$ cat config.mk
export PLATFORM = sky130hd
export DESIGN_NAME = alu_8bit
export DESIGN_NICKNAME = d
export VERILOG_FILES = /design/src/rtl/alu_8bit.sv
export SDC_FILE = /design/constraint.sdc
export NUM_CORES = 1
export LEC_CHECK = 0
export ABC_AREA = 1
export CORE_ASPECT_RATIO = 1.5
export CORE_MARGIN = 3
export CORE_UTILIZATION = 50
export CTS_CLUSTER_DIAMETER = 120
export CTS_CLUSTER_SIZE = 28
export DETAILED_ROUTE_END_ITERATION = 6
export MAX_ROUTING_LAYER = met4
export PLACE_DENSITY = 0.69
export SETUP_SLACK_MARGIN = 0.02
export SLEW_MARGIN = 20
export SYNTH_ARGS = -nofsm -noshare
export SYNTH_HDL_FRONTEND = slang
export SYNTH_SLANG_ARGS = --single-unit
$ cat constraint.sdc
create_clock -name clk -period 0.8 [get_ports clk]
set_input_delay 0.08 -clock clk [delete_from_list [all_inputs] [get_ports clk]]
set_output_delay 0.08 -clock clk [all_outputs]
set_load 0.1 [all_outputs]
$ cat src/rtl/alu_8bit.sv
// ---------------------------------------------------------------------------
// alu_8bit
// Registered 8-bit arithmetic/logic unit used as a single-cycle execution
// stage. One of 16 operations is applied to two unsigned 8-bit operands. The
// 16-bit result is captured into d_out on each rising clock edge where en is
// high. When en is low, d_out holds its value.
//
// Ports
//   clk    in   1   rising-edge clock
//   rst    in   1   asynchronous active-high reset; clears d_out
//   a_in   in   8   operand A (unsigned)
//   b_in   in   8   operand B (unsigned)
//   co_in  in   4   opcode
//   en     in   1   load enable for the result register
//   d_out  out 16   registered result
// ---------------------------------------------------------------------------
module alu_8bit (
    input  logic        clk,
    input  logic        rst,
    input  logic [7:0]  a_in,
    input  logic [7:0]  b_in,
    input  logic [3:0]  co_in,
    input  logic        en,
    output logic [15:0] d_out
);

    localparam logic [3:0] OP_ADD  = 4'b0000;
    localparam logic [3:0] OP_INC  = 4'b0001;
    localparam logic [3:0] OP_SUB  = 4'b0010;
    localparam logic [3:0] OP_DEC  = 4'b0011;
    localparam logic [3:0] OP_MUL  = 4'b0100;
    localparam logic [3:0] OP_DIV  = 4'b0101;
    localparam logic [3:0] OP_SHL  = 4'b0110;
    localparam logic [3:0] OP_SHR  = 4'b0111;
    localparam logic [3:0] OP_AND  = 4'b1000;
    localparam logic [3:0] OP_OR   = 4'b1001;
    localparam logic [3:0] OP_INV  = 4'b1010;
    localparam logic [3:0] OP_NAND = 4'b1011;
    localparam logic [3:0] OP_NOR  = 4'b1100;
    localparam logic [3:0] OP_XOR  = 4'b1101;
    localparam logic [3:0] OP_XNOR = 4'b1110;
    localparam logic [3:0] OP_BUF  = 4'b1111;

    // Division saturates to all-ones when the divisor is zero.
    function automatic logic [15:0] div_sat(input logic [7:0] num, input logic [7:0] den);
        logic [15:0] q;
        if (den == 8'd0) begin
            q = 16'hFFFF;
        end else begin
            q = {8'h00, num / den};
        end
        return q;
    endfunction

    // Zero-extend an 8-bit logic result; the upper byte is always cleared,
    // including for inverting operations.
    function automatic logic [15:0] zext8(input logic [7:0] v);
        return {8'h00, v};
    endfunction

    logic [15:0] a_w;
    logic [15:0] b_w;
    logic [15:0] result_p0;

    assign a_w = zext8(a_in);
    assign b_w = zext8(b_in);

    // Stage 0: combinational result from the current operands and opcode.
    // SUB and DEC wrap modulo 2^16 naturally in the 16-bit datapath.
    always_comb begin
        result_p0 = 16'h0000;
        case (co_in)
            OP_ADD:  result_p0 = a_w + b_w;
            OP_INC:  result_p0 = a_w + 16'd1;
            OP_SUB:  result_p0 = a_w - b_w;
            OP_DEC:  result_p0 = a_w - 16'd1;
            OP_MUL:  result_p0 = a_w * b_w;
            OP_DIV:  result_p0 = div_sat(a_in, b_in);
            OP_SHL:  result_p0 = {7'b0, a_in, 1'b0};
            OP_SHR:  result_p0 = {9'b0, a_in[7:1]};
            OP_AND:  result_p0 = zext8(a_in & b_in);
            OP_OR:   result_p0 = zext8(a_in | b_in);
            OP_INV:  result_p0 = zext8(~a_in);
            OP_NAND: result_p0 = zext8(~(a_in & b_in));
            OP_NOR:  result_p0 = zext8(~(a_in | b_in));
            OP_XOR:  result_p0 = zext8(a_in ^ b_in);
            OP_XNOR: result_p0 = zext8(~(a_in ^ b_in));
            OP_BUF:  result_p0 = a_w;
            default: result_p0 = 16'h0000;
        endcase
    end

    // Stage 1: result register. Reset clears it asynchronously and has
    // priority over enable.
    always_ff @(posedge clk or posedge rst) begin
        if (rst) begin
            d_out <= 16'h0000;
        end else if (en) begin
            d_out <= result_p0;
        end
    end

endmodule

port_trees.png
Scale: 2 px per um.
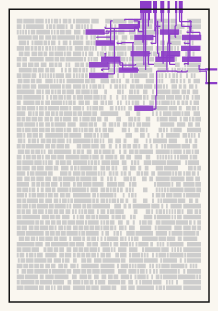
| color | port | bits | direction | end cells | buffers | wire |
|---|---|---|---|---|---|---|
| purple | `d_out` | 16 | output | 16 | 16 | 582 um |
port bufs: 38
Top Ports: 39

gates.png
Scale: 3 px per um.
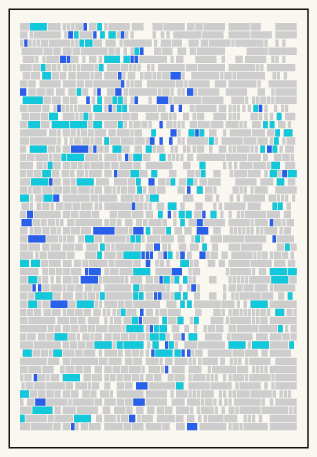
| color | family | cells | most used |
|---|---|---|---|
| blue | nor cells | 88 | nor2_1 |
| cyan | aoi and oai cells | 145 | a21oi_1 |
most numerous logic cell after layout: buf_4
Comb/total area: 59.0%
final cell count without fillers: 1474

==> impl_metrics.csv <==
group,metric,value,unit
global_routing,antenna_found_initial,1,
run_status,status,"complete, but fails checks",
global_routing,grt_max_degree,17,
yosys,ys_area,6500,um2
cells_and_area,nets,1489,
run_status,failed_checks,"design-rule violations, negative setup slack",
sta,setup_ws,-8.27,ns
power_and_ir_drop,p_seq,1100,uW
power_and_ir_drop,seqPwrFrac,6.3,%
power_and_ir_drop,ir_drop,1.32,mV
flow_run,stage_log_warnings,51,
global_routing,busiest_layer,"met2",
cts,cts_tree,"done",
drt,post_drt_via_cell_ratio,6.48,
yosys,top_cell_area_share,21.0,%
global_routing,met1_usage,40.8,%
power_and_ir_drop,clock_power,977,uW
yosys,avgSynthCellArea,6.51,um2
sta,finalSetupViolCount,32,
drt,drc,30,
cells_and_area,n_antenna_cell,1,
power_and_ir_drop,maxPowerGroup,"combinational cells",
yosys,syn_inst,999,
cells_and_area,fin_area,11100,um2
worst_setup_path,endpoint_kind,"flop",
yosys,top_cell,"nand2_1",
Power and IR drop assume default switching activity.
